<file path="config.mk">
export PLATFORM = sky130hd
export DESIGN_NAME = rv32_decode_stage
export DESIGN_NICKNAME = d
export VERILOG_FILES = /design/src/rtl/rv32_decode_stage.sv
export SDC_FILE = /design/constraint.sdc
export NUM_CORES = 1
export LEC_CHECK = 0
export CORE_UTILIZATION = 44
export CTS_CLUSTER_DIAMETER = 150
export CTS_CLUSTER_SIZE = 20
export DETAILED_ROUTE_END_ITERATION = 10
export HOLD_SLACK_MARGIN = 0.15
export PLACE_DENSITY_LB_ADDON = 0.1
export SETUP_SLACK_MARGIN = 0.1
export SLEW_MARGIN = 20
export SYNTH_ARGS = -nofsm -noshare
export SYNTH_HDL_FRONTEND = slang
export SYNTH_SLANG_ARGS = --single-unit
</file>
<file path="constraint.sdc">
create_clock -name clk -period 4.5 [get_ports clk]
set_clock_uncertainty 0.2 [all_clocks]
set_input_delay 0.9 -clock clk [delete_from_list [all_inputs] [get_ports clk]]
set_output_delay 0.9 -clock clk [all_outputs]
set_load 0.02 [all_outputs]
</file>
<file path="src/rtl/rv32_decode_stage.sv">
// RV32 decode-stage pipeline register: classifies the fetched instruction,
// holds it under valid/ready, inserts load-use bubbles and counts stall cycles.
package rv32_decode_pkg;
  typedef enum logic [2:0] {
    INSTR_R_TYPE = 3'd0,
    INSTR_I_TYPE = 3'd1,
    INSTR_S_TYPE = 3'd2,
    INSTR_B_TYPE = 3'd3,
    INSTR_U_TYPE = 3'd4,
    INSTR_J_TYPE = 3'd5
  } instr_type_t;

  typedef struct packed {
    instr_type_t instr_type;
    logic        illegal;
    logic        uses_rs1;
    logic        uses_rs2;
    logic [4:0]  rs1;
    logic [4:0]  rs2;
    logic [4:0]  rd;
  } dec_fields_t;
endpackage

module rv32_decode_stage
  import rv32_decode_pkg::*;
#(
  parameter logic [31:0] NOP_INSTR = 32'h0000_0013,
  parameter int unsigned CNT_WIDTH = 32
) (
  input  logic                 clk,
  input  logic                 rst,
  input  logic                 fetch_valid,
  output logic                 fetch_ready,
  input  logic [31:0]          fetch_instr,
  input  logic [31:0]          fetch_pc,
  input  logic                 flush,
  input  logic                 ex_load_valid,
  input  logic [4:0]           ex_load_rd,
  output logic                 dec_valid,
  input  logic                 exec_ready,
  output logic [31:0]          dec_instr,
  output logic [31:0]          dec_pc,
  output instr_type_t          dec_instr_type,
  output logic [4:0]           dec_rs1,
  output logic [4:0]           dec_rs2,
  output logic [4:0]           dec_rd,
  output logic                 dec_illegal,
  output logic [CNT_WIDTH-1:0] hazard_stall_cnt
);

  logic                 occ;
  logic [31:0]          instr_q;
  logic [31:0]          pc_q;
  dec_fields_t          fields_q;
  logic [CNT_WIDTH-1:0] cnt_q;

  logic        hazard_c;
  logic        fire_in_c;
  logic        fire_out_c;
  logic [31:0] cap_instr_c;
  dec_fields_t fields_c;

  // Reset and flush load the NOP through the same decoder as a fetched word
  assign cap_instr_c = (rst || flush) ? NOP_INSTR : fetch_instr;

  always_comb begin
    fields_c            = '0;
    fields_c.instr_type = INSTR_R_TYPE;
    fields_c.rs1        = cap_instr_c[19:15];
    fields_c.rs2        = cap_instr_c[24:20];
    fields_c.rd         = cap_instr_c[11:7];
    // Illegal encodings (incl. compressed, instr[1:0] != 2'b11) stay R-type so the immediate is 0
    case (cap_instr_c[6:0])
      7'b0110011: begin
        fields_c.instr_type = INSTR_R_TYPE;
        fields_c.uses_rs1   = 1'b1;
        fields_c.uses_rs2   = 1'b1;
      end
      7'b0010011, 7'b0000011, 7'b1100111, 7'b1110011: begin
        fields_c.instr_type = INSTR_I_TYPE;
        fields_c.uses_rs1   = 1'b1;
      end
      7'b0100011: begin
        fields_c.instr_type = INSTR_S_TYPE;
        fields_c.uses_rs1   = 1'b1;
        fields_c.uses_rs2   = 1'b1;
      end
      7'b1100011: begin
        fields_c.instr_type = INSTR_B_TYPE;
        fields_c.uses_rs1   = 1'b1;
        fields_c.uses_rs2   = 1'b1;
      end
      7'b0110111, 7'b0010111: fields_c.instr_type = INSTR_U_TYPE;
      7'b1101111:             fields_c.instr_type = INSTR_J_TYPE;
      default:                fields_c.illegal    = 1'b1;
    endcase
  end

  assign hazard_c = occ && ex_load_valid && (ex_load_rd != 5'd0) &&
                    ((fields_q.uses_rs1 && (fields_q.rs1 == ex_load_rd)) ||
                     (fields_q.uses_rs2 && (fields_q.rs2 == ex_load_rd)));

  assign dec_valid   = occ && !hazard_c;
  assign fire_out_c  = dec_valid && exec_ready;
  assign fetch_ready = !occ || fire_out_c;
  assign fire_in_c   = fetch_valid && fetch_ready;

  always_ff @(posedge clk) begin
    if (rst) begin
      occ      <= 1'b0;
      instr_q  <= cap_instr_c;
      pc_q     <= '0;
      fields_q <= fields_c;
      cnt_q    <= '0;
    end else begin
      // A fetch accepted alongside a flush is consumed and discarded
      if (flush) begin
        occ      <= 1'b0;
        instr_q  <= cap_instr_c;
        fields_q <= fields_c;
      end else if (fire_in_c) begin
        occ      <= 1'b1;
        instr_q  <= cap_instr_c;
        pc_q     <= fetch_pc;
        fields_q <= fields_c;
      end else if (fire_out_c) begin
        occ <= 1'b0;
      end
      if (hazard_c && !flush && (cnt_q != '1)) begin
        cnt_q <= cnt_q + CNT_WIDTH'(1);
      end
    end
  end

  assign dec_instr        = instr_q;
  assign dec_pc           = pc_q;
  assign dec_instr_type   = fields_q.instr_type;
  assign dec_rs1          = fields_q.rs1;
  assign dec_rs2          = fields_q.rs2;
  assign dec_rd           = fields_q.rd;
  assign dec_illegal      = fields_q.illegal;
  assign hazard_stall_cnt = cnt_q;

endmodule

</file>
==> reports/notes.md, run 1 <==
The power density over cell area was 286 mW/mm^2; the area overhead of the layout relative to synthesis was 42.5%. Registers are responsible for 52.8% of the overall power. The tools report the largest vdd supply drop as 0.171 mV. Per the OpenROAD floorplan log, the area of the die is 0.0112 sq mm. Wire segments on met2 add up to 5.20 mm in the final route.

The fraction of registers with async set or reset after synthesis is 0%. In the layout the commonest cells are sky130_fd_sc_hd__clkdlybuf4s50_1 (189), sky130_fd_sc_hd__dfxtp_1 (65), sky130_fd_sc_hd__nor2_1 (53), sky130_fd_sc_hd__edfxtp_1 (38), sky130_fd_sc_hd__mux2i_1 (33). The number of gates resized after CTS is 1, and the count of standard-cell rows is 37. Setup repair after global routing left no endpoint under its margin. Sequential power for this build is 1.02 mW.

The flow ran to the end, and the final reports show no timing, DRC or antenna violations. The synthesis report names the predominant flop master as sky130_fd_sc_hd__dfxtp_1. The cell-mix breakdown from Yosys lists the compound-gate area share as 8.27%. The final layout contains 699 nets.

Per the detailed placement report, the placed cell area equals 0.00656 sq mm. Setup slack closes at 0.269 ns. The run gives 8.20 mm for the half-perimeter wire length after detailed placement. The count of boundary I/O pins came out at 192. The number of buffers and inverters on the critical path is 3. The layer flagged by global routing as most heavily used is met2.

The number of iterations in the first detailed-routing pass is 4, and the share of power burned in combinational logic is 15.6%. Looking at the clock tree report, the maximum root-to-sink buffer count equals 2. The logs give 0 ns for the sum of negative setup slack and 9 for the number of clock buffers inserted by TritonCTS.

The library cell used most frequently in the layout, excluding fill and tap cells, is sky130_fd_sc_hd__clkdlybuf4s50_1. Fill cells in the final layout number 863. The H-tree was split into 3 levels. The fraction of power consumed by the clock network was 31.6%; the adder-cell share of the synthesized area was 0.264%. For this design, Yosys synthesis ends with a cell count of 467.

STA classifies the critical path endpoint as an output port. The vertical die dimension reported for this design is 106 um. The run gives 0 as the post-CTS setup-driven buffer insertion count.

The most frequent cell after synthesis is sky130_fd_sc_hd__dfxtp_1. The post-synthesis share of cell area spent on and, or, nand and nor gates came out at 21.3%. The detailed router placed 3886 vias in this run. The time the worst path needs with I/O delays and setup came out at 4.23 ns.

The final report lists a non-filler cell total of 764. Per the run summary, max-cap violations total 0. Slowest cell on the critical path: sky130_fd_sc_hd__or4_1. Yosys mapped a number of flops with a built-in enable equal to 38.

The post-route total power came out at 1.93 mW. Traced cell by cell, the critical path runs through clkdlybuf4s50_1 -> or4_1 -> o211ai_1 -> inv_1 -> and2_1 -> nor2b_1 -> clkdlybuf4s50_1. For this run, the register share of the synthesized area comes to 51.4%.

After global routing the overflow that remains totals 0. The tools report the met3 wirelength from detailed routing as 999 um. In the power breakdown, the biggest contributor is registers. After synthesis, the most frequently instantiated cells are sky130_fd_sc_hd__dfxtp_1 (65), sky130_fd_sc_hd__nor2_1 (53), sky130_fd_sc_hd__edfxtp_1 (38), sky130_fd_sc_hd__buf_4 (34), sky130_fd_sc_hd__mux2i_1 (33). For the met1 track demand over resource, the log shows 25.1%. At the pin with the least slew margin, the transition time is 0.767 ns. The run gives 0.00475 sq mm for the post-synthesis instance area. The timing report shows the most common cell along the critical path to be sky130_fd_sc_hd__clkdlybuf4s50_1. With the synthesized area per cell at 10.2 sq um, the final tally of hold violations is 0. Quantity of I/O buffers inserted on ports: 191.

The synthesized design contains 103 register bits. The highest net fanout along the worst path is 3. The cell chosen for the clock root was sky130_fd_sc_hd__clkbuf_8. Routed signal wires occupy layers up through met4.

The global-route usage over all layers was 20.2%. The class of the tightest hold or removal check was reg -> reg. The reported clock group power is 0.610 mW. The proportion of synthesized area in mux cells works out to 7.91%. The timing report attributes the biggest portion of critical-path delay to buffers and inverters.

Number of global-route vias before repair: 3716. Per the post-CTS timing run, clock transition at the registers of the reported paths is 0.09 ns. OpenROAD warning count: 26. The run gives 48.4% for the headroom to the max-slew limit. The tools report the startpoint class of the critical path as a primary input. With the required arrival time at the worst endpoint at 3.40 ns, the arrival time of data at the critical path endpoint is 3.13 ns.

The power report shows net switching accounting for 23.8% of the total. The logs give 76 for the pin count of the biggest net entering global routing and 0 for the number of diodes added for antenna fixing. In this run, the number of DRC markers left after iteration 0 of detailed routing was 206. The internal portion of the total power is 1.47 mW. The floorplan utilization is 45.6%.

The pre-CTS setup slack is 0.0930 ns, and the met2 layer usage reported by global route is 31.8%. The tools report the net count after synthesis as 543.
## run 1: worst paths after layout
check,from,to,slack [ns],depth (start not counted)
setup / recovery,ex_load_rd[1],dec_valid,0.27,7
hold / removal,dec_pc[29],dec_pc[29],0.30,2
setup reg to reg,hazard_stall_cnt[0],hazard_stall_cnt[13],1.40,8
hold reg to reg,dec_pc[29],dec_pc[29],0.30,2
## run 1: final cells by class
class | count | area, sq um | share of cell area (%)
repair buffers | 199 | 1970 | 29.1
flip-flops and latches | 103 | 2440 | 36.1
inverters | 12 | 45.0 | 0.666
well taps | 136 | 170 | 2.52
clock buffers | 13 | 170 | 2.52
clock inverters | 3 | 40.0 | 0.592
multi-input cells | 298 | 1930 | 28.6
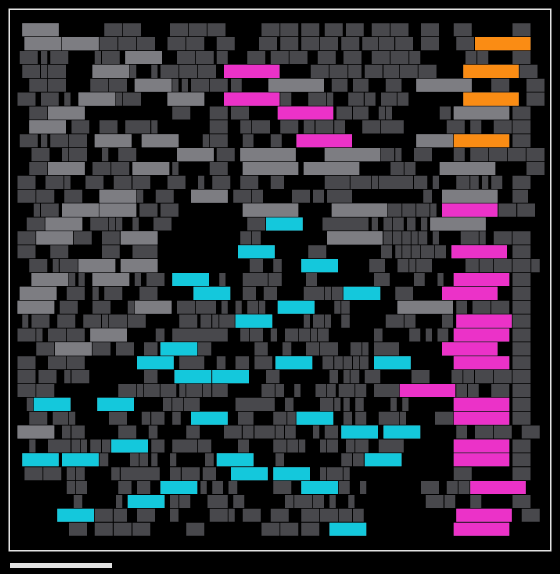
Figure 1: run 1, sequential cells grouped by signal name.
Bar = 20 um. Other sequential cells in the stronger gray, the rest of the logic in the fainter gray.
netlist name	color	sequential cells
dec_rd	orange	4
dec_instr	magenta	20
hazard_stall_cnt	cyan	32
not colored	47

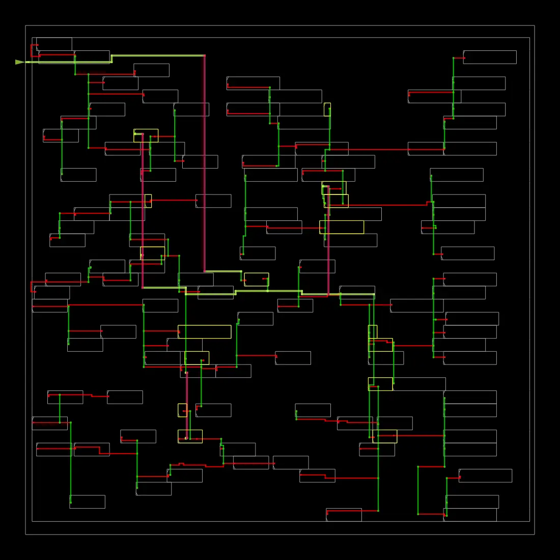
Figure 2: run 1, the clock network.
clock buf count: 13
number of sinks on the clock net: 103

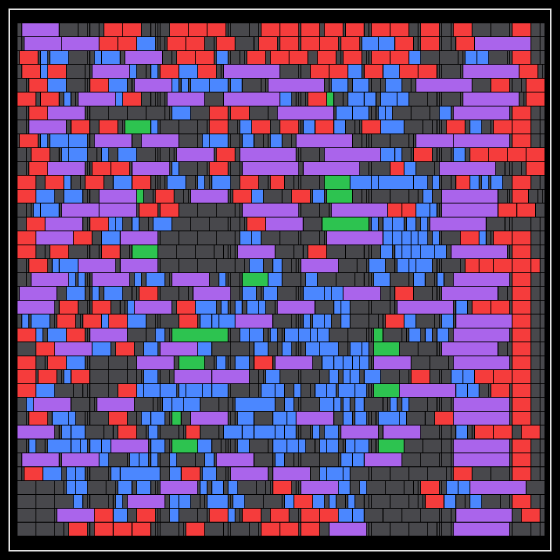
Figure 3: run 1, cells colored by class.
Fill, decap, tap and diode cells in gray.
class	color	cells	share of their area
clock drivers and dummy loads	green	16	3.2%
all other logic	blue	310	30%
other buffers and delay cells	red	199	30%
flip-flops	purple	103	37%
Core Util, Final: 64.9%
sequential portion of the cell area: 36.1%
Core Footprint: 0.0104 sq mm
Final Cell Area: 0.00677 sq mm

==> run 1 -> run 2 <==
SLEW_MARGIN = unset   (was 20)
==> run 2 against run 1 <==
Fmax unchanged. Die area unchanged. First-iteration DRC count did not move. Non-clock buffer count is the same. Combinational power about the same. Worst setup slack is the same. Critical path depth stayed put. Critical path type unchanged. Highest routed layer unchanged.
==> reports/notes.md, run 2 <==
The run finished with clean final reports. The required arrival time at the worst endpoint was 3.40 ns; the post-route total power was 1.93 mW. The proportion of synthesized area in mux cells is 7.91%.

In the hold report, the worst path ends at dec_pc[29]. The number of filler cells placed in the layout is 863. Summing over every cut layer, the via total after detailed routing is 3886. In this run the worst path has a maximum fanout of 3.

STA classifies the critical path startpoint as a primary input. The commonest cells after synthesis are sky130_fd_sc_hd__dfxtp_1 (65), sky130_fd_sc_hd__nor2_1 (53), sky130_fd_sc_hd__edfxtp_1 (38), sky130_fd_sc_hd__buf_4 (34), sky130_fd_sc_hd__mux2i_1 (33). The total area inside the core boundary comes to 0.0104 sq mm.

Endpoints failing hold in the final report were tallied at 0. According to the CTS report, the clock sink count is 103. The post-place instance area is 0.00656 sq mm, and the internal power contribution is 1.47 mW.

According to the cell report, flip-flops and latches in the layout number 103. With the well tap count at 136, the clock buffer and inverter area fraction after layout is 3.11%. The mapped netlist covers 0.00475 sq mm. The largest vdd supply drop is 0.171 mV.

Most frequent cell after synthesis: sky130_fd_sc_hd__dfxtp_1. The die covers 0.0112 sq mm. Measured along the y axis, the die boundary spans 106 um. On the critical path, the stage with the largest delay is an instance of sky130_fd_sc_hd__or4_1.

In the placement report, post-DP HPWL is listed as 8.20 mm. Traced cell by cell, the critical path runs through clkdlybuf4s50_1 -> or4_1 -> o211ai_1 -> inv_1 -> and2_1 -> nor2b_1 -> clkdlybuf4s50_1. In this run the tool buffered the top-level ports with 191 buffer cells. At the pin with the least slew margin, the transition time is 0.767 ns. The start of the worst register-to-register path is hazard_stall_cnt[0]. The run gives 1.40 ns as the reg-to-reg setup timing slack.

Non-clock buffers in the final layout number 199. The area overhead of the layout relative to synthesis came out at 42.5%. By area, sequential cells come first.

The run gives 0 for the number of diodes added for antenna fixing. The flop and latch count out of synthesis is 103, and the number of cells in the yosys synthesis report is 467. According to the timing report, the critical path is captured at dec_valid. The sequential cell area share was 36.1%; the final-layout clock buffer total was 13. In this run the clock root is driven by a sky130_fd_sc_hd__clkbuf_8.

The dominant power group is registers. Grouping stages by cell kind, the critical path spends the most delay in buffers and inverters. In this run the critical register-to-register path is captured at hazard_stall_cnt[13].

By instance count, the cell type seen most on the critical path is sky130_fd_sc_hd__clkdlybuf4s50_1. The run gives 0.0930 ns for the pre-CTS setup slack. The tools report the origin of the worst min-delay path as dec_pc[29]. The run gives 3716 as the number of global-route vias before repair. The worst setup path is captured at an output port. The number of clock buffers inserted by TritonCTS came out at 9. Before placement the cells fill 45.6% of the core.

Counting flops with a built-in enable in the synthesized netlist gives 38. The run gives 764 for the post-layout instance count excluding filler cells. According to the timing report, the critical path is launched from ex_load_rd[1]. The H-tree was split into 3 levels. Setup repair after global routing left no endpoint under its margin.

The arrival time of data at the worst endpoint is listed as 3.13 ns. The total number of cells along the worst setup path works out to 7. The run gives 15.6% for the share of power burned in combinational logic.

Post-synthesis share of cell area spent on and, or, nand and nor gates: 21.3%. Per the post-synthesis report, the nets total 543. The multi-input gate share of total cell area was 28.6%; the sum of negative setup slack was 0 ns. Yosys reported that registers with async set or reset make up 0%.

The area occupied by multi-input gates came out at 0.00193 sq mm. With the pin count of the biggest net entering global routing at 76, the global-route usage over all layers is 20.2%. The layout stage reports a final design area of 0.00677 sq mm.

The clock transition at the register clock pins on the worst setup and hold paths after CTS works out to 0.09 ns. The buffer depth of the longest clock path was 2. Max-cap violations in this run came to 0. The OpenROAD warning count works out to 26. Summing all flip-flop and latch instances after layout gives 0.00244 sq mm. Row generation in the floorplan step produced 37 rows. The switching portion of total power is 23.8%, and the adder-cell share of the synthesized area is 0.264%. The worst hold path cell count is 2, and the count of boundary I/O pins is 192.

Measured on the final layout, buffering overhead outside the clock network stands at 29.1%. A synthesized cell averages 10.2 sq um.
-- run 2: cell counts in the layout (fill, tap and decap cells not counted) --
No cell type changed its count.
-- run 2: tightest hold or removal path, stage by stage, from the launching register on --
cell and delay [ns]:
sky130_fd_sc_hd__dfxtp_1 0.34, sky130_fd_sc_hd__mux2i_1 0.06, sky130_fd_sc_hd__nor2_1 0.07
-- run 2: timing repair --
action / CTS / global route
setup buffers: 0 / 0
endpoints found under the hold margin: 0 / 0
gates resized: 1 / 0
endpoints found under the setup margin: 1 / 0
-- run 2: per-layer routing --
layer	share of wire (%)	up-vias	track usage [%]
li1	-	1930	-
met1	43	1803	25.1
met2	46	140	31.8
met3	8.9	13	6.93
met4	1.5	0	8.33
met5	0	-	0
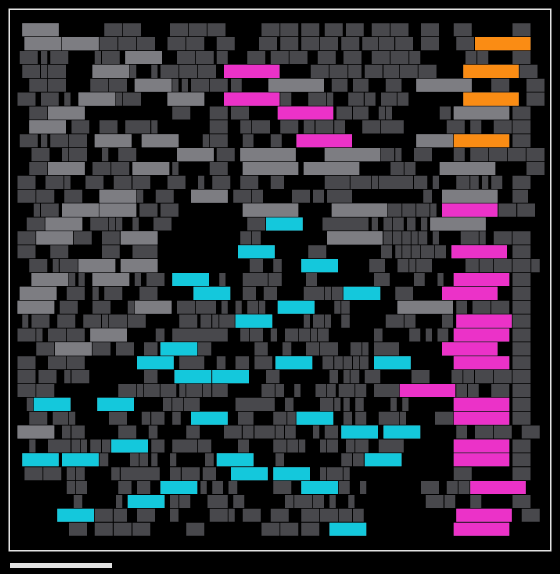
Figure 4: run 2, sequential cells grouped by signal name.
Bar = 20 um. Other sequential cells in the stronger gray, the rest of the logic in the fainter gray.
netlist name	color	sequential cells
dec_instr	magenta	20
dec_rd	orange	4
hazard_stall_cnt	cyan	32
not colored	47

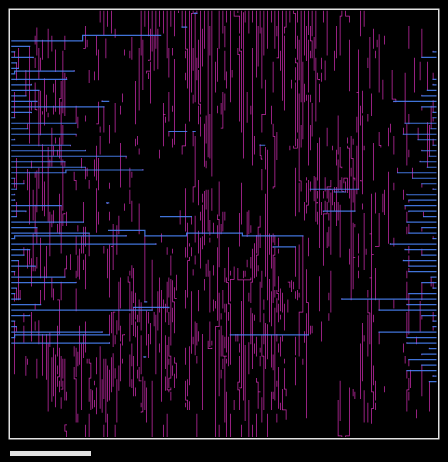
Figure 5: run 2, signal wires by layer.
Bar = 20 um. Two of the layers only.
layer	color	wire length
met2	magenta	5200 um
met3	blue	1000 um

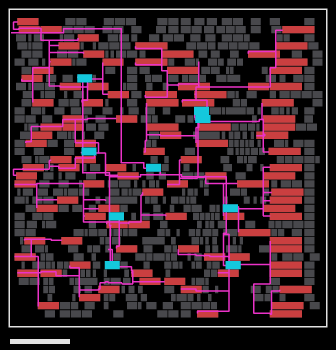
Figure 6: run 2, routed clock nets over the placement.
Bar = 20 um.
[flip-flops] red | count: 103
[clock wires] magenta | length: 1230 um
[cells driving clock nets] cyan | count: 9
routed clock nets	10
share of power burned in the clock network: 31.6%
P_clk: 0.610 mW
clock latency on the worst-skew pair: 0.36 ns

==> run 2 -> run 3 <==
CORE_ASPECT_RATIO = 2   (was unset)
==> run 3 against run 2 <==
Die area rose by 0.23%. Largest power group unchanged. Register-to-register slack better by 0.18 ns. Wire length is 10% higher. Final area increased by 1.3%.
==> reports/notes.md, run 3 <==
The startpoint class of the critical path is a primary input. Global routing used 42.3% of the available met2 tracks. For the required arrival time at the worst endpoint, the log shows 3.40 ns. The time the worst path needs with I/O delays and setup works out to 4.20 ns. The run finished with clean final reports. Per STA, the startpoint of the critical path is ex_load_rd[1].

Recorded from the global router log, the overflow total was 0. The arrival time of data at the critical path endpoint came out at 3.10 ns. The slowest stage of the critical path belongs to the cell sky130_fd_sc_hd__clkdlybuf4s50_1. The run gives 2 for the buffer depth of the longest clock path.

The tools report the start of the worst register-to-register path as hazard_stall_cnt[0]. The path class of the tightest hold or removal check is reg -> reg. Walking the worst path, the cells encountered are clkdlybuf4s50_1 -> or4_1 -> o211ai_1 -> inv_1 -> and2_1 -> nor2b_1 -> clkdlybuf4s50_1.

The kind of cell with the highest combined delay on the critical path was buffers and inverters. Logic depth along the worst register-to-register path is recorded as 8. Counting flops and latches in the post-synthesis netlist gives 103. The stage logs contain a warning count of 26.

According to the floorplan log, the row count is 53. After synthesis, flip-flops and latches occupy 51.4% of the total area. The transition time recorded at the tightest slew-check pin is 0.682 ns. Synthesis produced a netlist with a net count of 543. The most used logic cell in the final layout is sky130_fd_sc_hd__clkdlybuf4s50_1. The tools report the hold path endpoint as dec_pc[6]. The cell chosen for the clock root is sky130_fd_sc_hd__clkbuf_16.

For this run, global-route usage on met3 was measured as 4.53%. The flow reports power dissipated in the clock network as 0.741 mW. The STA report counts the stages on the worst setup path as 7. The tools report the post-route cell area as 0.00686 sq mm. Leaving out fill and tap cells, the most frequent cells in the layout are sky130_fd_sc_hd__clkdlybuf4s50_1 (189), sky130_fd_sc_hd__dfxtp_1 (65), sky130_fd_sc_hd__nor2_1 (53), sky130_fd_sc_hd__edfxtp_1 (38), sky130_fd_sc_hd__mux2i_1 (33).

The clock tree has to reach 103 sinks. The post-place instance area was 0.00657 sq mm. Per the synthesis report, the simple-gate share of the synthesized area is 21.3%. Setup repair after global routing left no endpoint under its margin. Buffers plus inverters on the worst setup path: 3. The number of enable-type register cells in the synthesized netlist works out to 38. The number of iterations in the first detailed-routing pass was 4. Per STA, the endpoint of the critical path is dec_valid.

Per the post-CTS timing run, clock transition at the registers of the reported paths is 0.07 ns. On met1, the global router reports a usage of 21.3%. Counting endpoints that fail hold in the final report gives 0.

Each instance of the synthesized netlist takes up on average 10.2 sq um. By instance count, the leading cell after synthesis is sky130_fd_sc_hd__dfxtp_1. The fraction of registers with async set or reset after synthesis is 0%, and the number of diodes added for antenna fixing is 0. The core region is 0.0105 sq mm.

The clock network is responsible for 35.8% of the overall power. At the later pin of the worst-skew pair, clock insertion delay measures 0.34 ns. Internal power comes to 1.55 mW. Per the synthesis report, the AND-OR/OR-AND share of the synthesized area is 8.27%.

Gates resized during post-CTS repair numbered 0. Counting instances in the post-synthesis netlist gives the leading cell types as sky130_fd_sc_hd__dfxtp_1 (65), sky130_fd_sc_hd__nor2_1 (53), sky130_fd_sc_hd__edfxtp_1 (38), sky130_fd_sc_hd__buf_4 (34), sky130_fd_sc_hd__mux2i_1 (33). The floorplan report gives the top-level pin count as 192.

Number of levels the H-tree was split into: 3. Combinational logic burns 14.9% of the power. The power report shows net switching accounting for 25.1% of the total. The worst setup path is captured at an output port. The power report attributes to the sequential group a share of 49.3%. The run gives 0.264% for the adder-cell share of the synthesized area. The dominant power group in this design is registers. The sum of negative setup slack is 0 ns, and the post-layout instance count excluding filler cells is 767. The worst hold path begins at dec_pc[6]. Setup slack on the worst reg-to-reg path comes out at 1.58 ns. After the last flow step, the layout net total stands at 701. According to the floorplan report, the die height is 149 um.

The half-perimeter wire length after detailed placement is 9.45 mm, and the worst hold path cell count is 2. The global-route layer with the greatest usage was met2. Looking at the critical path, the highest net fanout was 3. The run gives 7.91% for the proportion of synthesized area in mux cells. Prevailing post-synth register cell: sky130_fd_sc_hd__dfxtp_1.
==> run 3: cell counts after synthesis <==
Identical to the previous run, type by type.
==> run 3: area by class of cell <==
class	count	area, sq um
inverters	12	45.0
flip-flops and latches	103	2440
clock inverters	7	55.1
clock buffers	9	225
repair buffers	201	1980
fillers	897	3620
multi-input cells	298	1930
well taps	137	171
==> run 3: through the flow <==
| step | worst slack [ns] | total power, mW |
|---|---|---|
| final | 0.296 | 2.07 |
| after global placement | 0.165 | 1.35 |
| after floorplan | 0.543 | 1.20 |
| after detailed placement | 0.174 | 1.35 |
| after global routing | 0.197 | 2.15 |
| after CTS | 0.154 | 2.09 |
==> run 3: metal layers <==
metal	routed length, um	up-vias
met4	442	0
met2	7020	149
met1	4260	1914
met3	634	30
met5	0	-
li1	-	1937
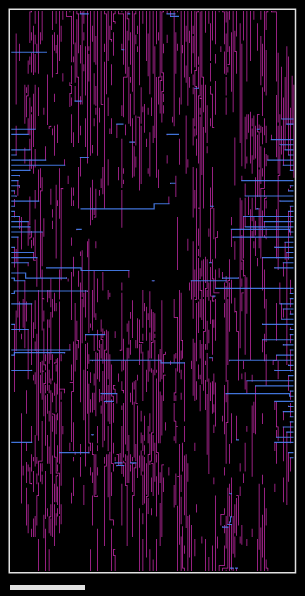
Figure 7: run 3, signal wires by layer.
Bar = 20 um. Two of the layers only.
mean routed wirelength per cell: 16.1 um
post-detailed-routing wire length: 12.4 mm
Total GRT Usage: 22.2%
count of vias placed by the detailed router: 4030

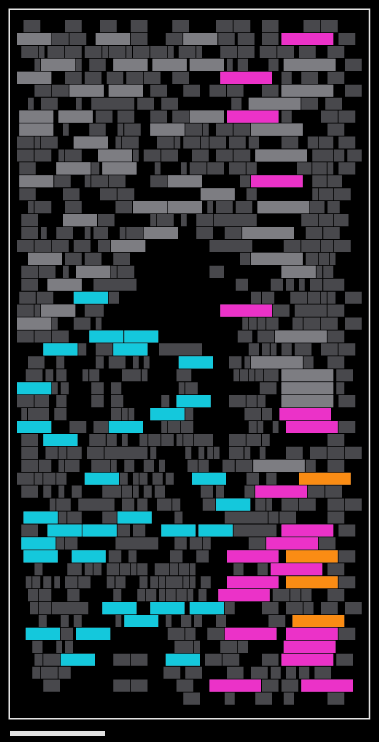
Figure 8: run 3, sequential cells grouped by signal name.
Bar = 20 um. Other sequential cells in the stronger gray, the rest of the logic in the fainter gray.
Core Util, Final: 65.4%
flip-flop and latch power: 1.02 mW

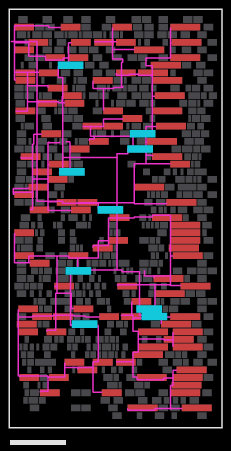
Figure 9: run 3, routed clock nets over the placement.
Bar = 20 um.
[clock wires] magenta | length: 1220 um
[flip-flops] red | count: 103
[cells driving clock nets] cyan | count: 9
routed clock nets	10

Power and IR drop assume default switching activity.
